**config.mk**
```make
export PLATFORM = sky130hd
export DESIGN_NAME = branch_resolve
export DESIGN_NICKNAME = d
export VERILOG_FILES = /design/src/rtl/alu_pkg.sv /design/src/rtl/branch_target_adder.sv /design/src/rtl/branch_resolve.sv
export SDC_FILE = /design/constraint.sdc
export NUM_CORES = 1
export LEC_CHECK = 0
export CORE_MARGIN = 2
export CORE_UTILIZATION = 48
export CTS_CLUSTER_SIZE = 28
export DETAILED_ROUTE_END_ITERATION = 8
export HOLD_SLACK_MARGIN = 0.05
export PLACE_DENSITY_LB_ADDON = 0.05
export RECOVER_POWER = 100
export SYNTH_ARGS = -nofsm -noshare
export SYNTH_HDL_FRONTEND = slang
export SYNTH_SLANG_ARGS = --single-unit
```
**constraint.sdc**
```tcl
create_clock -name clock -period 3 [get_ports clock]
set_input_delay 0.6 -clock clock [delete_from_list [all_inputs] [get_ports clock]]
set_output_delay 0.6 -clock clock [all_outputs]
set_load 0.02 [all_outputs]
```
**src/rtl/alu_pkg.sv**
```systemverilog
// Shared definitions for the ALU branch path: branch opcodes, FSM states
// and the default flush length.
package alu_pkg;

    typedef enum logic [1:0] {
        BR_BNE  = 2'b00,
        BR_BLT  = 2'b01,
        BR_J    = 2'b10,
        BR_RSVD = 2'b11
    } br_op_t;

    typedef enum logic {
        IDLE  = 1'b0,
        FLUSH = 1'b1
    } br_state_t;

    localparam int FLUSH_CYCLES_DEFAULT = 2;

    // Taken decision for one branch. The flag that does not belong to the
    // opcode is ignored, so the comparator may present anything on it.
    function automatic logic br_taken(input br_op_t op,
                                      input logic   not_equal,
                                      input logic   less_than);
        logic t;
        case (op)
            BR_BNE:  t = not_equal;
            BR_BLT:  t = less_than;
            BR_J:    t = 1'b1;
            default: t = 1'b0;
        endcase
        return t;
    endfunction

endpackage

```
**src/rtl/branch_target_adder.sv**
```systemverilog
// Redirect target computation: pc + 1 + imm for conditional branches,
// pc[31:27] spliced with imm[26:0] for jumps. Purely combinational.
module branch_target_adder
    import alu_pkg::*;
(
    input  logic [1:0]  br_op,
    input  logic [31:0] pc,
    input  logic [31:0] imm,
    output logic [31:0] target
);

    logic [31:0] rel_target;
    logic [31:0] abs_target;

    // Carry out of the add is dropped: targets wrap modulo 2^32.
    assign rel_target = pc + 32'd1 + imm;
    assign abs_target = {pc[31:27], imm[26:0]};

    // Select the target form matching the opcode.
    always_comb begin
        target = rel_target;
        if (br_op_t'(br_op) == BR_J) begin
            target = abs_target;
        end
    end

endmodule

```
**src/rtl/branch_resolve.sv**
```systemverilog
// Branch resolution stage: decides taken/not-taken from the comparator
// flags, issues a one-cycle redirect, holds a multi-cycle flush while
// refusing new branches, and counts taken branches (saturating).
module branch_resolve
    import alu_pkg::*;
#(
    parameter int FLUSH_CYCLES = FLUSH_CYCLES_DEFAULT,
    parameter int CNT_W        = 16
) (
    input  logic             clock,
    input  logic             reset,
    input  logic             in_valid,
    output logic             in_ready,
    input  logic [1:0]       br_op,
    input  logic             is_not_equal,
    input  logic             is_less_than,
    input  logic [31:0]      pc,
    input  logic [31:0]      imm,
    output logic             redirect_valid,
    output logic [31:0]      redirect_pc,
    output logic             flush,
    output logic [CNT_W-1:0] taken_count
);

    // Flush counter preload: the first flush cycle is the one after accept.
    localparam logic [3:0] CNT_LOAD = 4'(FLUSH_CYCLES - 1);

    br_state_t          state, state_next;
    logic [3:0]         cnt, cnt_next;
    logic               rv_next;
    logic [31:0]        rpc_next;
    logic               flush_next;
    logic [CNT_W-1:0]   tc_next;
    logic [31:0]        target;
    logic               accept;
    logic               taken;

    // Counter increments stick at all ones instead of wrapping.
    function automatic logic [CNT_W-1:0] sat_inc(input logic [CNT_W-1:0] v);
        return (&v) ? v : v + CNT_W'(1);
    endfunction

    branch_target_adder u_target (
        .br_op  (br_op),
        .pc     (pc),
        .imm    (imm),
        .target (target)
    );

    // Ready depends only on state and reset, never on in_valid.
    assign in_ready = (state == IDLE) && !reset;
    assign accept   = in_valid && in_ready;
    assign taken    = br_taken(br_op_t'(br_op), is_not_equal, is_less_than);

    // Next-state and next-output decode for the resolve FSM.
    always_comb begin
        state_next = state;
        cnt_next   = cnt;
        rv_next    = 1'b0;
        rpc_next   = redirect_pc;
        flush_next = flush;
        tc_next    = taken_count;
        case (state)
            IDLE: begin
                if (accept && taken) begin
                    rv_next    = 1'b1;
                    rpc_next   = target;
                    flush_next = 1'b1;
                    cnt_next   = CNT_LOAD;
                    state_next = FLUSH;
                    tc_next    = sat_inc(taken_count);
                end
            end
            FLUSH: begin
                if (cnt == 4'd0) begin
                    flush_next = 1'b0;
                    state_next = IDLE;
                end else begin
                    cnt_next = cnt - 4'd1;
                end
            end
            default: begin
                state_next = IDLE;
                flush_next = 1'b0;
            end
        endcase
    end

    // State, flush counter and output registers; reset clears everything.
    always_ff @(posedge clock) begin
        if (reset) begin
            state          <= IDLE;
            cnt            <= 4'd0;
            redirect_valid <= 1'b0;
            redirect_pc    <= 32'd0;
            flush          <= 1'b0;
            taken_count    <= '0;
        end else begin
            state          <= state_next;
            cnt            <= cnt_next;
            redirect_valid <= rv_next;
            redirect_pc    <= rpc_next;
            flush          <= flush_next;
            taken_count    <= tc_next;
        end
    end

endmodule

```
==> results_slide.txt <==
Physical Implementation Snapshot

Die
  • Die area: 0.00933 mm2
  • Fp util: 49.8%
  • Core box area: 0.00826 mm2
  • Die x size: 96.6 um
  • Die H: 96.6 um
  • Num rows: 33

Finish
  • Antenna diode count: 0
  • Synth-to-Final Area Change: 43.4%
  • Design Area, Final: 0.00590 mm2
  • Share of layout cells above drive strength 1: 12.5%

Clock tree
  • CTS Hold Bufs: 0
  • H-Tree Depth: 2
  • Clock sink total: 55
  • Late-Pin Clk Latency: 0.31 ns
  • Clock Path Buffers: 2
  • Num CTS Buffers: 5

Placement
  • Final HPWL from detailed placement: 9730 um
  • Placer Congestion: 0.909
  • Area post-placement: 0.00580 mm2

Logic synthesis
  • Post-synth top cells: 62 x a21oi_1, 55 x dfxtp_1, 49 x nand2_1, 48 x nor2_1, 41 x o21ai_0
  • Mapped Cells: 532
  • Area contributors post-synth: dfxtp_1 27%, ha_1 10%, a21oi_1 7.5%
  • Yosys chip area: 0.00412 mm2
  • Most frequently used flop master after synthesis: dfxtp_1
  • Syn Nets: 637
  • Synth Warn #: 0
  • Yosys Instances: 532
  • Asr flop ratio synth: 0%
  • Post-synth top area share: 26.8%
  • Post-Synthesis Cell Area: 0.00412 mm2
  • Syn avg cell area: 7.74 um2
  • Seq share, synth: 26.8%

Setup path
  • CP max FO: 3
  • Worst EP required: 3.21 ns
  • Setup Crit Path Kind: in2reg
  • CP Launch Type: primary input
  • CP Capture Type: register
  • Crit path DAT: 3.12 ns

Flow run
  • OpenROAD warnings: 26
  • MaxCap Viol Count: 0

Global route
  • Remaining Overflow, GRT: 0
  • Pin count of the biggest net entering global routing: 27
  • Initial antenna violation count: 0
  • First-pass GRT wire length: 19,700 um

Detailed routing
  • 1st-iter DRT viols: 146
  • Vias/cell: 5.71
  • Final WL: 12,400 um
  • DR vias: 4,586
  • Router iterations before antenna repair: 4

STA
  • Period minus WS final: 2.91 ns
  • Setup violators final: 0
  • Skew final: 0.00952 ns
  • Period utilization: 97.2%
  • Final Max Slew Viols: 0

Pwr
  • Pwr/cell area: 355 mW/mm2
  • Total leakage power: 2.62 nW
  • VDD IR max: 0.000252 V

Run status
  • Status: complete, no violations

Hold path
  • HP Class: reg2reg
critical path, cell delays in order:
cell and delay, ns:
clkdlybuf4s50_1 0.46, inv_1 0.04, ha_1 0.20, inv_1 0.08, fa_2 0.20, a21o_1 0.14
a311oi_2 0.10, buf_4 0.15, nor2_1 0.15, a31oi_2 0.13, o31a_1 0.31, o31ai_1 0.32
xnor2_1 0.16, o21ai_1 0.07
registers in the layout, summed over array words and instances, names as in the netlist:
signal          flops
cnt                 4
flush               1
redirect_pc        32
redirect_valid      1
state               1
taken_count        16
per-stage QoR:
stage / setup TNS, ns / instances / worst slack (ns) / util (%) / hold WS (ns)
6_report: 0 / 803 / 0.0853 / 71.5 / 0.476
5_1_grt: -0.0171 / 803 / -0.00837 / 71.5 / 0.507
4_1_cts: 0 / 803 / 0.0446 / 71.5 / 0.476
3_5_place_dp: -4.24 / 794 / -0.458 / 70.2 / 0.461
3_3_place_gp: -2.61 / 794 / -0.298 / 70.2 / 0.449
2_1_floorplan: 0 / 532 / 0.348 / - / 0.438
power breakdown:
group | switching [mW] | internal, mW
clock | 0.278 | 0.171
combinational | 0.433 | 0.421
sequential | 0.0223 | 0.772
placed cells by master (no fill, tap or decap), types with 7 or more instances in the layout:
cell             count
a21o_1              13
o21ai_0             37
o21ai_1              7
xnor2_1             17
ha_1                33
clkdlybuf4s50_1     69
nor2b_1              7
a21oi_1             61
dlygate4sd3_1       51
a31oi_1             18
buf_4               59
inv_1               12
xor2_1              22
nand3_1             16
dfxtp_1             55
and3_1              18
nand2_1             49
nor2_1              48
path summary, 6_finish.rpt:
check | startpoint | to | cells past startpoint
setup / recovery | pc[0] | redirect_pc[30] | 14
hold / removal | redirect_pc[7] | redirect_pc[7] | 2
setup reg to reg | taken_count[3] | taken_count[11] | 7
hold reg to reg | redirect_pc[7] | redirect_pc[7] | 2
timing repair:
action / CTS / global route
gates resized: 3 / 9
cloned: 0 / 0
endpoints found under the setup margin: 7 / 12
endpoints found under the hold margin: 0 / 0
pin swaps: 3 / 7
buffers inserted: 1 / 0
routing by layer:
layer | track usage (%) | vias up | share of wire (%) | wire [um]
met1 | 32.0 | 2134 | 44 | 5390
met5 | 0 | - | 0 | 0
met2 | 47.3 | 155 | 49 | 6020
li1 | - | 2274 | - | -
met3 | 4.65 | 23 | 6.1 | 753
met4 | 8.69 | 0 | 1.8 | 219
logic make-up (layout without fill, tap and decap cells):
| logic type | Yosys count | in the layout | synth area share, % |
|---|---|---|---|
| multiplexers | 4 | 4 | 0.973 |
| XOR/XNOR | 39 | 39 | 8.30 |
| AND/OR/NAND/NOR | 183 | 183 | 22.1 |
| flip-flops | 55 | 55 | 26.8 |
| buffers and inverters | 40 | 206 | 4.41 |
| adder cells (fa/ha/maj) | 34 | 34 | 10.5 |
| AND-OR/OR-AND | 177 | 177 | 27.0 |
cell type report:
cell class                 instances  area, um2
fill                             712       2350
multi-input combinational        437       2850
sequential                        55       1100
clock buffer                       5       68.8
clock inverter                     3       25.0
inverter                          13       48.8
timing repair buffer             185       1680
tap                              105        131
density.png
(4 px per um) The die is cut into 10 by 10 equal tiles; dark blue is low, red is high, 0 to 100% covered.
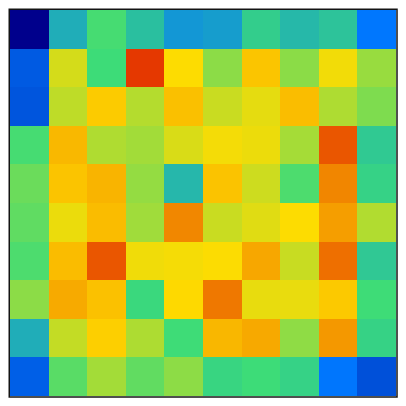
emptiest ninth of the die: upper left
nearly empty tiles: 1.0%
fullest tile: 94%
tiles over 75% full: 27%

port_nets.png
(3 px per um)
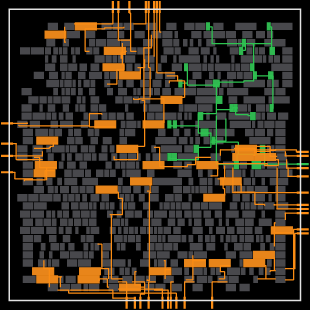
[green] reset | bits: 1 | direction: input | edge: right | end cells: 27 | buffers: 2 | wire: 265 um
[orange] redirect_pc | bits: 32 | direction: output | edge: 10 right, 10 bottom, 8 top, 4 left | end cells: 32 | buffers: 32 | wire: 1,000 um
number of port buffers: 121
# IOs: 122

final_congestion.png
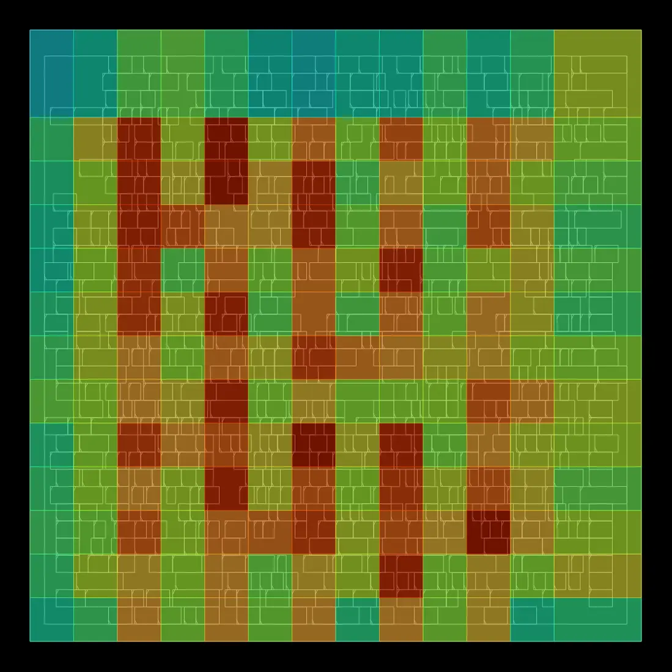
WL/cell: 15.4 um
grt met2 use: 47.3%

No activity file was given, so power comes from the tool's default toggle rates.
